[src/rtl/fir_mac_if.sv]
// fir_mac_if
// Handshake and configuration bundle for the time-multiplexed FIR sequencer.
//   in_valid/in_ready/in_data     : sample input, valid/ready
//   out_valid/out_ready/out_data  : filtered output, valid/ready
//   coef_we/coef_addr/coef_wdata  : coefficient bank write port
//   busy                          : sequencer is not idle
// master: the source/consumer/config side.  slave: the filter itself.
interface fir_mac_if #(
  parameter int AW = 3
) ();
  logic                 in_valid;
  logic                 in_ready;
  logic signed [15:0]   in_data;
  logic                 out_valid;
  logic                 out_ready;
  logic signed [15:0]   out_data;
  logic                 coef_we;
  logic [AW-1:0]        coef_addr;
  logic signed [15:0]   coef_wdata;
  logic                 busy;

  modport master (
    output in_valid, in_data, out_ready, coef_we, coef_addr, coef_wdata,
    input  in_ready, out_valid, out_data, busy
  );

  modport slave (
    input  in_valid, in_data, out_ready, coef_we, coef_addr, coef_wdata,
    output in_ready, out_valid, out_data, busy
  );
endinterface

[src/rtl/fir_mac_sequencer.sv]
// fir_mac_sequencer
// Time-multiplexed FIR filter: a single signed 16x16 multiplier is stepped
// over TAPS coefficients per input sample. Holds the sample delay line as a
// circular buffer and a runtime-writable Q15 coefficient bank. Output is
// rounded to Q15 scaling: y = (acc + 2**14) >>> 15.
//
// Ports:
//   clk    : rising-edge clock
//   reset  : synchronous, active-high
//   bus    : fir_mac_if.slave (sample in, result out, coef writes, busy)
//
// Configuration macro FIR_SAT_EN:
//   defined   -> y is clamped to [-32768, 32767] before loading out_data
//   undefined -> out_data is the low 16 bits of y (two's-complement wrap)
//
// state  | meaning
// -------+------------------------------------------------------------
// IDLE   | ready for a sample; coefficient writes accepted
// MAC    | k < TAPS: accumulate one product; k == TAPS: round and load
// HOLD   | out_valid held with stable out_data until out_ready
module fir_mac_sequencer #(
  parameter int TAPS = 5,
  parameter int AW   = 3,
  parameter int ACCW = 40
) (
  input  logic     clk,
  input  logic     reset,
  fir_mac_if.slave bus
);

  localparam logic [1:0] S_IDLE = 2'd0;
  localparam logic [1:0] S_MAC  = 2'd1;
  localparam logic [1:0] S_HOLD = 2'd2;

  localparam logic [AW:0]             TAPS_W = (AW+1)'(TAPS);
  localparam logic signed [ACCW-1:0]  RND    = ACCW'(16384);
  localparam logic signed [ACCW-1:0]  Y_MAX  = ACCW'(32767);
  localparam logic signed [ACCW-1:0]  Y_MIN  = ACCW'(-32768);

  logic [1:0]              state;
  logic [AW-1:0]           wr_ptr;
  logic [AW-1:0]           newest;
  // One step past the last tap (k == TAPS) is the rounding/output cycle.
  logic [AW:0]             k;
  logic signed [ACCW-1:0]  acc;
  logic signed [15:0]      out_data_q;
  logic signed [15:0]      dly_mem  [TAPS];
  logic signed [15:0]      coef_mem [TAPS];

  logic [AW:0]             rd_sum;
  logic [AW-1:0]           rd_idx;
  logic signed [31:0]      prod;
  logic signed [ACCW-1:0]  acc_rnd;
  logic signed [ACCW-1:0]  y_full;
  logic signed [15:0]      y_out;
  logic                    coef_hit;

  assign bus.in_ready  = (state == S_IDLE);
  assign bus.busy      = (state != S_IDLE);
  assign bus.out_valid = (state == S_HOLD);
  assign bus.out_data  = out_data_q;

  assign coef_hit = (state == S_IDLE) && bus.coef_we && ({1'b0, bus.coef_addr} < TAPS_W);

  always_comb begin
    // (newest - k) mod TAPS without a divider: bias by TAPS, fold once.
    rd_sum  = {1'b0, newest} + TAPS_W - k;
    rd_idx  = AW'((rd_sum >= TAPS_W) ? (rd_sum - TAPS_W) : rd_sum);
    prod    = coef_mem[k[AW-1:0]] * dly_mem[rd_idx];
    acc_rnd = acc + RND;
    y_full  = acc_rnd >>> 15;
`ifdef FIR_SAT_EN
    if (y_full > Y_MAX) begin
      y_out = 16'sh7fff;
    end else if (y_full < Y_MIN) begin
      y_out = 16'sh8000;
    end else begin
      y_out = 16'(y_full);
    end
`else
    y_out = 16'(y_full);
`endif
  end

  always_ff @(posedge clk) begin
    if (reset) begin
      state      <= S_IDLE;
      wr_ptr     <= '0;
      newest     <= '0;
      k          <= '0;
      acc        <= '0;
      out_data_q <= '0;
      for (int i = 0; i < TAPS; i++) begin
        dly_mem[i]  <= '0;
        coef_mem[i] <= '0;
      end
    end else begin
      if (coef_hit) begin
        coef_mem[bus.coef_addr] <= bus.coef_wdata;
      end

      case (state)
        S_IDLE: begin
          if (bus.in_valid) begin
            dly_mem[wr_ptr] <= bus.in_data;
            newest          <= wr_ptr;
            if ({1'b0, wr_ptr} == TAPS_W - 1'b1) begin
              wr_ptr <= '0;
            end else begin
              wr_ptr <= wr_ptr + 1'b1;
            end
            acc   <= '0;
            k     <= '0;
            state <= S_MAC;
          end
        end

        S_MAC: begin
          if (k == TAPS_W) begin
            out_data_q <= y_out;
            state      <= S_HOLD;
          end else begin
            acc <= acc + ACCW'(prod);
            k   <= k + 1'b1;
          end
        end

        S_HOLD: begin
          if (bus.out_ready) begin
            state <= S_IDLE;
          end
        end

        default: state <= S_IDLE;
      endcase
    end
  end

endmodule

[src/flat_wrapper.sv]
// flat-port wrapper written by rule: the top's interface ports become plain ports
module fir_mac_sequencer_flat 
#(
  parameter int TAPS = 5,
  parameter int AW   = 3,
  parameter int ACCW = 40
)
  (clk, reset, bus_in_valid, bus_in_data, bus_out_ready, bus_coef_we, bus_coef_addr, bus_coef_wdata, bus_in_ready, bus_out_valid, bus_out_data, bus_busy);
  fir_mac_if #(.AW(AW)) bus_i ();
  input  logic clk;
  input  logic reset;
  input wire logic [$bits(bus_i.in_valid)-1:0] bus_in_valid;
  input wire logic [$bits(bus_i.in_data)-1:0] bus_in_data;
  input wire logic [$bits(bus_i.out_ready)-1:0] bus_out_ready;
  input wire logic [$bits(bus_i.coef_we)-1:0] bus_coef_we;
  input wire logic [$bits(bus_i.coef_addr)-1:0] bus_coef_addr;
  input wire logic [$bits(bus_i.coef_wdata)-1:0] bus_coef_wdata;
  output wire logic [$bits(bus_i.in_ready)-1:0] bus_in_ready;
  output wire logic [$bits(bus_i.out_valid)-1:0] bus_out_valid;
  output wire logic [$bits(bus_i.out_data)-1:0] bus_out_data;
  output wire logic [$bits(bus_i.busy)-1:0] bus_busy;
  assign bus_i.in_valid = bus_in_valid;
  assign bus_i.in_data = bus_in_data;
  assign bus_i.out_ready = bus_out_ready;
  assign bus_i.coef_we = bus_coef_we;
  assign bus_i.coef_addr = bus_coef_addr;
  assign bus_i.coef_wdata = bus_coef_wdata;
  assign bus_in_ready = bus_i.in_ready;
  assign bus_out_valid = bus_i.out_valid;
  assign bus_out_data = bus_i.out_data;
  assign bus_busy = bus_i.busy;
  fir_mac_sequencer #(.TAPS(TAPS), .AW(AW), .ACCW(ACCW)) u_core (.clk(clk), .reset(reset), .bus(bus_i));
endmodule
[config.mk]
export PLATFORM = sky130hd
export DESIGN_NAME = fir_mac_sequencer_flat
export DESIGN_NICKNAME = d
export VERILOG_FILES = /design/src/rtl/fir_mac_if.sv /design/src/rtl/fir_mac_sequencer.sv /design/src/flat_wrapper.sv
export SDC_FILE = /design/constraint.sdc
export NUM_CORES = 1
export LEC_CHECK = 0
export CAP_MARGIN = 25
export CELL_PAD_IN_SITES_DETAIL_PLACEMENT = 1
export CELL_PAD_IN_SITES_GLOBAL_PLACEMENT = 2
export CORE_MARGIN = 8
export CORE_UTILIZATION = 48
export CTS_CLUSTER_DIAMETER = 60
export DETAILED_ROUTE_END_ITERATION = 8
export PLACE_DENSITY_LB_ADDON = 0.05
export SLEW_MARGIN = 15
export SYNTH_ARGS = -nofsm -noshare
export SYNTH_HDL_FRONTEND = slang
export SYNTH_SLANG_ARGS = --single-unit
[constraint.sdc]
create_clock -name clk -period 14.8 [get_ports clk]
set_input_delay 1.48 -clock clk [delete_from_list [all_inputs] [get_ports clk]]
set_output_delay 1.48 -clock clk [all_outputs]
set_load 0.02 [all_outputs]
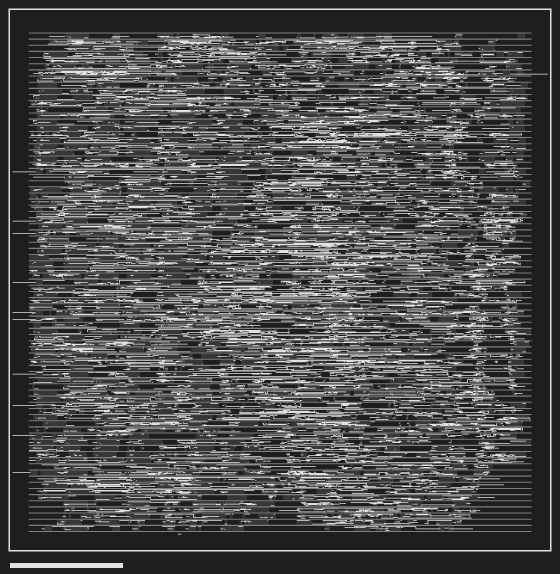
*The metal 1 layer, run 1*
The bar under the picture is 50 um long. Supply wires on this layer in grey.
2416 nets have wire on it. The wires run mostly horizontal.

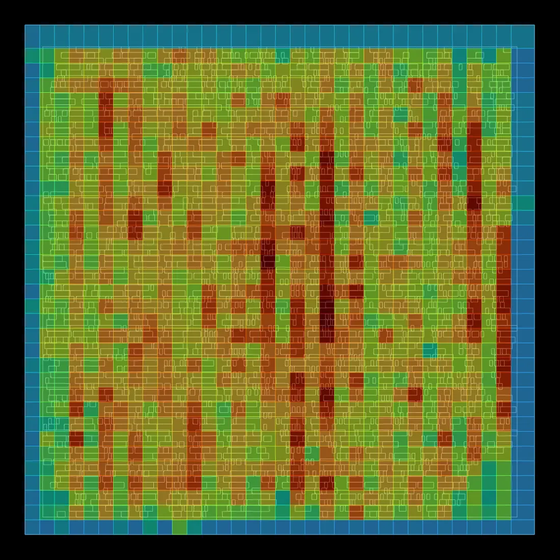
*Routing congestion, run 1*
global-route layer with the greatest usage: met2
met3 Use GR: 3.38%
met2 capacity usage during global routing: 37.4%
total global-route track usage: 22.4%
grt met1 use: 29.5%

==> qor.rpt, run 1 <==
================================================================================
Proportion of layout cells with a drive suffix above 1                     9.42%
Final WL                                                                62000 um
Pin count of the biggest net entering global routing                          59
DRC violations left                                                            0
Post-synth EDFFs                                                             256
Count of hold buffers inserted by post-cts repair                              0
Row count                                                                     81
Delay of the slowest cell on the worst path                              0.64 ns
Post-route antenna net violation count                                         0
Fraction of the core area covered by cells at the end of the flow          54.5%
Initial standard-cell utilization of the core                              48.6%
Status                                                                 completed
Cell area after placement                                              25500 um2
CTS tree                                                                     yes
Setup repair after global routing missed its margin                           no
Worst Setup End Kind                                                    register
I/O Pins                                                                      59
Proportion of synthesized area in mux cells                                8.38%
Worst hold path startpoint                                          u_core.newest[1]
GRT Residual Overflow                                                          0
Count of instances resized after the clock tree is built                       0
CP Launch Point                                                      u_core.k[0]
R2R setup slack                                                          5.00 ns
Final setup fails                                                              0
Final tally of hold violations                                                 0
Most repeated cell in the gate-level netlist after synthesis               inv_1
Post-synthesis adder-cell area fraction                                    29.6%
Top Metal Used                                                              met5
Vias per inst                                                               5.26
Global-route wire length before repair                                  97900 um
Post-Place Worst Slack                                                   5.00 ns
Flops out of synthesis                                                       318
Fill count                                                                  5097
Wire length on met3                                                      2440 um
Arrival time worst endpoint                                             10.24 ns
Cell type with the highest aggregate area in the netlist                edfxtp_1
Per-instance average area after synthesis                               11.8 um2
Chip area                                                              56900 um2
Simple-Gate Fraction of Synth Area                                         12.1%
================================================================================
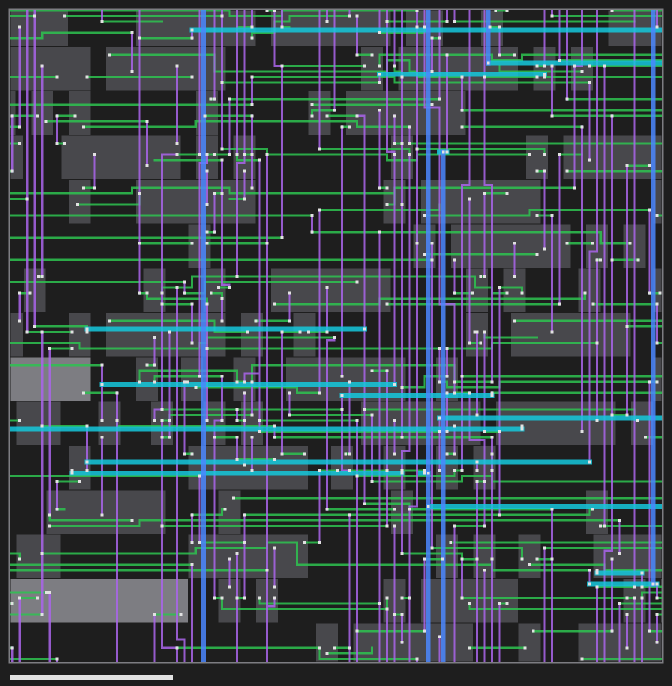
*Zoomed window, run 1*
The bar under the picture is 10 um long. Region (99, 52) to (139, 92) um. Cells in grey, sequential cells in the stronger grey; small squares are vias.
Cyan stands for M3. Blue stands for M4. Purple stands for M2. Green stands for M1.
82 logic cells have their middle in the window. Netlist names of flops here include u_core.coef_mem (1). Most frequent: fa_1 (23), inv_1 (21), nand2_1 (20). Sequential cells in the window: 1.

==> run 1: worst max-delay path, delay by kind of cell, from the launching register on <==
kind | cells | cell delay (ns)
simple gates | 2 | 0.24
flops | 1 | 0.40
xor+xnor | 1 | 0.23
mux | 3 | 1.23
fa+ha+maj | 10 | 4.33
buf+inv | 7 | 0.85
compound gates | 8 | 2.32
==> run 1: area by class of cell <==
| class | instances | share of cell area, % |
|---|---|---|
| Clock inverter | 25 | 0.962 |
| Sequential cell | 318 | 33.5 |
| Timing Repair Buffer | 96 | 3.23 |
| Inverter | 348 | 4.90 |
| Tap cell | 664 | 3.11 |
| Multi-Input combinational cell | 1336 | 50.7 |
| Clock buffer | 42 | 3.62 |
==> inputs of run 2 (changes only) <==
Settings changed: CORE_UTILIZATION 48 to 40.
Clock period 14.8 ns to 8.39 ns, I/O delays scaled along.
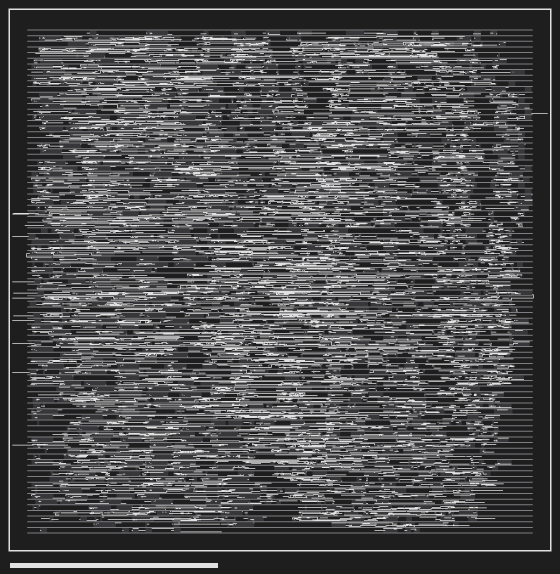
*The metal 1 layer, run 2*
The bar under the picture is 100 um long. Supply wires on this layer in grey.
The longest straight run is 70.8 um. 2568 nets have wire on it.

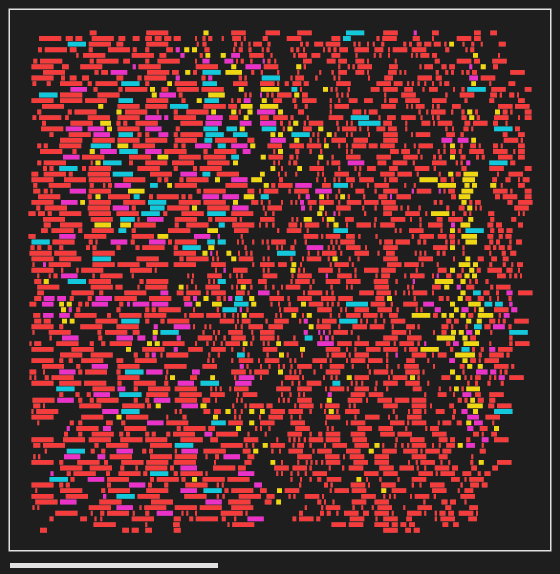
*Cells by drive strength, run 2*
The bar under the picture is 100 um long.
Magenta stands for x2, cells 168, share 7.2%. Red stands for x1 and smaller, cells 1871, share 80%. Yellow stands for x3 and x4, cells 206, share 8.8%. Cyan stands for x6 and larger, cells 83, share 3.6%.

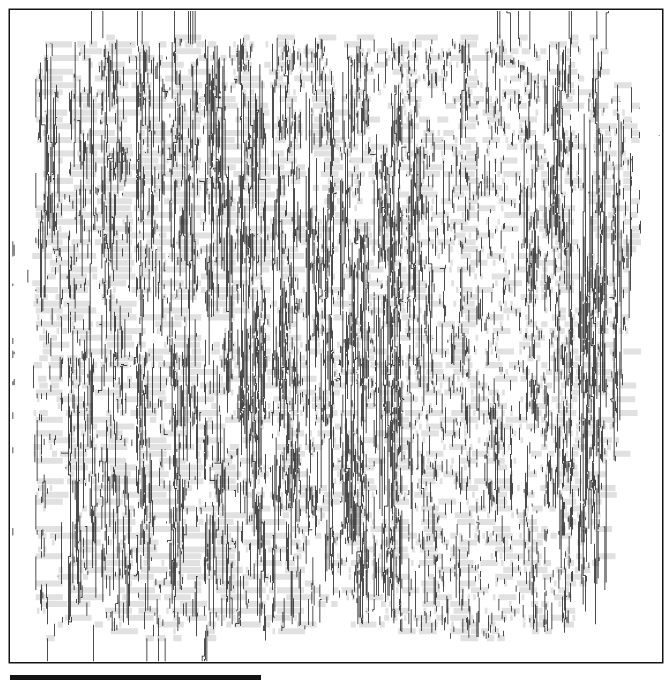
*Signal wires on met2, run 2*
The bar under the picture is 100 um long.
The layer holds 48% of the routed length. 2388 nets have wire on it.

==> run 2 against run 1 <==
  * The run now ends with negative setup slack left
  * Largest cell class unchanged
  * Via count up 3.8%
  * Fmax up 16%
==> qor.rpt, run 2 <==
=================================================================================
Arrival time worst endpoint                                               8.93 ns   -1.31 ns
Total of buffers placed on input and output ports                              58
Number of cells on the worst reg-to-reg path                                   33
Cell with the most instances on the worst path                               fa_1
Actual transition at the worst max-transition pin                        0.789 ns
Register area share after synthesis                                         37.5%
Level count of the clock H-tree                                                 2
Status                                                               finished with violations
Initial standard-cell utilization of the core                               40.4%   -8.2 points
Diode count                                                                     0
Cell family with the largest share of critical-path delay             adder cells
Fraction of the core area covered by cells at the end of the flow           49.0%   -5.5 points
Met3 Use GR                                                                 2.44%   -0.93 points
Vias in the first global route                                              17400
Fill count                                                                   6151   +21%
Per-instance average area after synthesis                                11.8 um2   unchanged
Most common cell after layout, fill and taps aside                          inv_1
Total number of yosys warnings                                                  0
Worst-case clock buffer depth                                                   3
Number of pins with negative max-slew slack in the final report                 0
CP Launch Point                                                      u_core.newest[1]
Worst Skew                                                              0.0251 ns
# clock sinks                                                                 318
Post-synth EDFFs                                                              256   unchanged
Register clock-pin slew on the reported worst setup and hold paths        0.06 ns
Count of instances resized after the clock tree is built                       63   +63
Final WL                                                                 66600 um   +7.4%
Critical Path Stages                                                           33   +6.5%
Top flop regs                                                        u_core.coef_mem (128), u_core.dly_mem (128), u_core.acc (31)
Final tally of hold violations                                                  0   unchanged
Final setup slack of the worst path                                    -0.0737 ns
Proportion of layout cells with a drive suffix above 1                      19.6%   +10 points
Post-synthesis cell count                                                    2024
Violations in the final reports                                      negative setup slack
Setup repair after global routing missed its margin                           yes
Max Fclk                                                                0.118 GHz
Area share of the leading cell type in the synthesized netlist              32.3%
Global-route wire length before repair                                  105000 um   +6.8%
Post-Place Worst Slack                                                  -0.428 ns   -5.42 ns
CTS tree                                                                      yes
Die boundary width                                                         260 um
I/O Pins                                                                       59   unchanged
Flops out of synthesis                                                        318   unchanged
TritonRoute pass-1 iters                                                        5
Number of buffers and inverters on the critical path                           10   +3
Most repeated cell in the gate-level netlist after synthesis                inv_1
Total global-route track usage                                              20.1%   -2.3 points
Wire length on met3                                                       1850 um   -24%
Count of hold buffers inserted by post-cts repair                               0   unchanged
Mean routed wirelength per cell                                           21.5 um
Dominant cells by area after synthesis                               edfxtp_1 32%, fa_1 24%, mux4_2 5.8%
DRC violations left                                                             0   unchanged
Top Metal Used                                                               met4
Met1 Wirelength                                                          31200 um
Finished Layout Cells                                                        3101
Worst Setup End Kind                                                     register
Global-route layer with the greatest usage                                   met2
Met2 capacity usage during global routing                                   33.8%   -3.5 points
Maximum fanout along the worst path                                             5
Stage-log warning count                                                        31
GRT Residual Overflow                                                           0   unchanged
Pin count of the biggest net entering global routing                           58   -1.7%
R2R setup slack                                                          -0.07 ns   -5.08 ns
Final period utilization                                                     101%
Library cells used by synthesis                                                58
Synthesis area per yosys                                                23800 um2
Summed instance area of the synthesized netlist                         23800 um2
Worst hold path startpoint                                           u_core.newest[2]
Cell area after placement                                               26600 um2   +4.5%
Row count                                                                      89   +9.9%
Cell type with the highest aggregate area in the netlist                 edfxtp_1
Chip area                                                               67500 um2   +19%
Growth of design area from synthesis to finish                              21.3%
Post-route worst hold slack                                              0.456 ns
Die Y                                                                      260 um
Grt met1 use                                                                27.5%   -2.0 points
Yosys cell count                                                             2024
Delay of the slowest cell on the worst path                               0.64 ns   about the same
Final setup fails                                                               5   +5
WHS Path Cells                                                                  2
Vias per inst                                                                4.98   -5.3%
Post-route antenna net violation count                                          0   unchanged
=================================================================================
-- run 2: cell counts after synthesis --
No cell type changed its count.
-- run 2: cell families (layout without fill, tap and decap cells) --
group | Yosys count | after routing | share of synthesized area, %
other | 1 | 48 | 0.0158
AND/OR/NAND/NOR | 593 | 593 | 12.1
XOR/XNOR | 60 | 60 | 2.30
flip-flops | 318 | 318 | 37.5
AND-OR/OR-AND | 123 | 123 | 3.37
buffers and inverters | 417 | 674 | 6.67
adder cells (fa/ha/maj) | 392 | 392 | 29.6
multiplexers | 120 | 120 | 8.38
-- run 2: area by class of cell --
class                      instances  area [um2]  area share [%]
clock inverter                    31         262           0.906
tap                              773         967            3.35
clock buffer                      43        1010            3.51
multi-input combinational       1336       14100            48.7
inverter                         348        1310            4.53
sequential                       318        8930            30.9
timing repair buffer             252        2330            8.06
==> inputs of run 3 (changes only) <==
Settings changed: ABC_AREA set to 0.
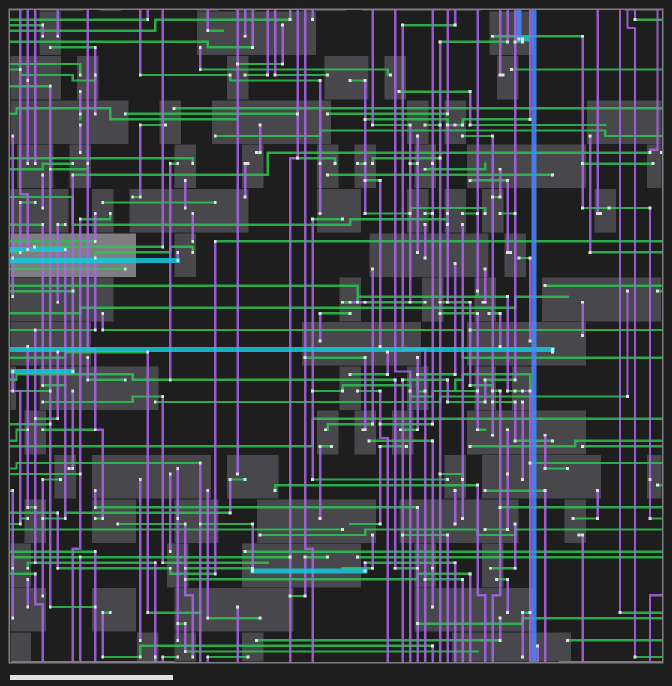
*Zoomed window, run 3*
The bar under the picture is 10 um long. Region (110, 58) to (150, 98) um. Cells in grey, sequential cells in the stronger grey; small squares are vias.
Green stands for M1. Purple stands for M2. Cyan stands for M3. Blue stands for M4.
Sequential cells in the window: 1. Most frequent: nand2_1 (21), fa_1 (21), inv_1 (15). 77 logic cells have their middle in the window.

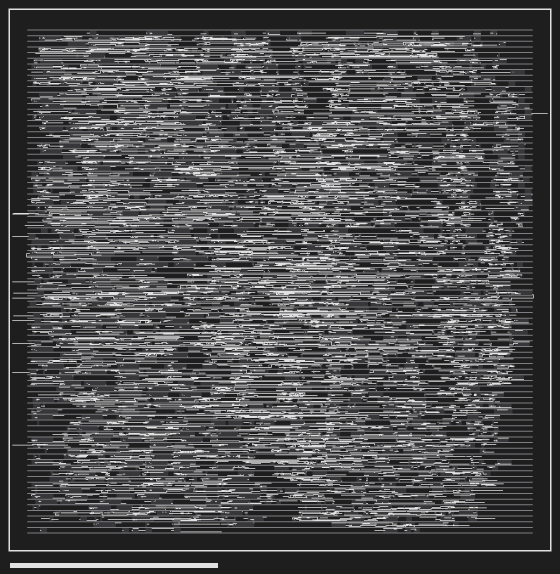
*The metal 1 layer, run 3*
The bar under the picture is 100 um long. Supply wires on this layer in grey.
The wires run mostly horizontal. 2568 nets have wire on it. The layer carries 31.2 mm of wire.

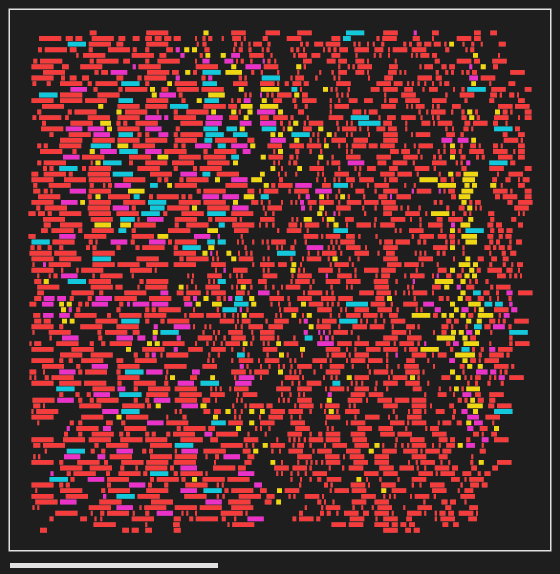
*Cells by drive strength, run 3*
The bar under the picture is 100 um long.
Yellow stands for x3 and x4, cells 206, share 8.8%. Magenta stands for x2, cells 168, share 7.2%. Cyan stands for x6 and larger, cells 83, share 3.6%. Red stands for x1 and smaller, cells 1871, share 80%.

==> run 3 against run 2 <==
  * The run still ends with negative setup slack left
  * Sequential share of layout area unchanged
  * Cell count unchanged
  * Worst hold slack is the same
  * First-iteration DRC count stayed put
  * Non-clock buffer count unchanged
  * Wire length unchanged
  * Clock skew stayed put
  * Clock-buffer cell count stayed put
  * Critical path type unchanged
==> qor.rpt, run 3 <==
================================================================================
WHS Path Cells                                                                 2   unchanged
Most common cell after layout, fill and taps aside                         inv_1
Fill count                                                                  6151   unchanged
Setup repair after global routing missed its margin                          yes
Final setup slack of the worst path                                   -0.0737 ns   unchanged
Die Y                                                                     260 um   unchanged
Wire length on met3                                                      1850 um   unchanged
Number of buffers and inverters on the critical path                          10   unchanged
Die boundary width                                                        260 um   unchanged
Diode count                                                                    0   unchanged
Chip area                                                              67500 um2   unchanged
Violations in the final reports                                     negative setup slack
Area share of the leading cell type in the synthesized netlist             32.3%   unchanged
GRT Residual Overflow                                                          0   unchanged
I/O Pins                                                                      59   unchanged
Cell family with the largest share of critical-path delay            adder cells
Cell with the most instances on the worst path                              fa_1
Worst Skew                                                             0.0251 ns   unchanged
Initial standard-cell utilization of the core                              40.4%   unchanged
DRC violations left                                                            0   unchanged
Status                                                              finished with violations
Final tally of hold violations                                                 0   unchanged
Critical Path Stages                                                          33   unchanged
Summed instance area of the synthesized netlist                        23800 um2   unchanged
Count of instances resized after the clock tree is built                      63   unchanged
Total number of yosys warnings                                                 0   unchanged
Final setup fails                                                              5   unchanged
# clock sinks                                                                318   unchanged
Worst hold path startpoint                                          u_core.newest[2]
Count of hold buffers inserted by post-cts repair                              0   unchanged
Worst Setup End Kind                                                    register
Total of buffers placed on input and output ports                             58   unchanged
Per-instance average area after synthesis                               11.8 um2   unchanged
Post-Place Worst Slack                                                 -0.428 ns   unchanged
CTS tree                                                                     yes
Post-route antenna net violation count                                         0   unchanged
R2R setup slack                                                         -0.07 ns   about the same
Number of cells on the worst reg-to-reg path                                  33   unchanged
Top Metal Used                                                              met4
Total global-route track usage                                             20.1%   unchanged
Proportion of layout cells with a drive suffix above 1                     19.6%   unchanged
Flops out of synthesis                                                       318   unchanged
Met1 Wirelength                                                         31200 um   unchanged
Fraction of the core area covered by cells at the end of the flow          49.0%   unchanged
Post-synth EDFFs                                                             256   unchanged
Library cells used by synthesis                                               58   unchanged
Vias per inst                                                               4.98   unchanged
Cell type with the highest aggregate area in the netlist                edfxtp_1
Max Fclk                                                               0.118 GHz   unchanged
Top flop regs                                                       u_core.coef_mem (128), u_core.dly_mem (128), u_core.acc (31)
Met2 capacity usage during global routing                                  33.8%   unchanged
Level count of the clock H-tree                                                2   unchanged
================================================================================
[run 3: cells by family after synthesis]
logic type | share of synthesized area (%)
AND-OR/OR-AND | 3.37
XOR/XNOR | 2.30
adder cells (fa/ha/maj) | 29.6
buffers and inverters | 6.67
flip-flops | 37.5
multiplexers | 8.38
other | 0.0158
AND/OR/NAND/NOR | 12.1
[run 3: final cells by class]
cell class / count / area (um2) / area share, %
inverter: 348 / 1310 / 4.53
multi-input combinational: 1336 / 14100 / 48.7
clock inverter: 31 / 262 / 0.906
clock buffer: 43 / 1010 / 3.51
timing repair buffer: 252 / 2330 / 8.06
tap: 773 / 967 / 3.35
sequential: 318 / 8930 / 30.9
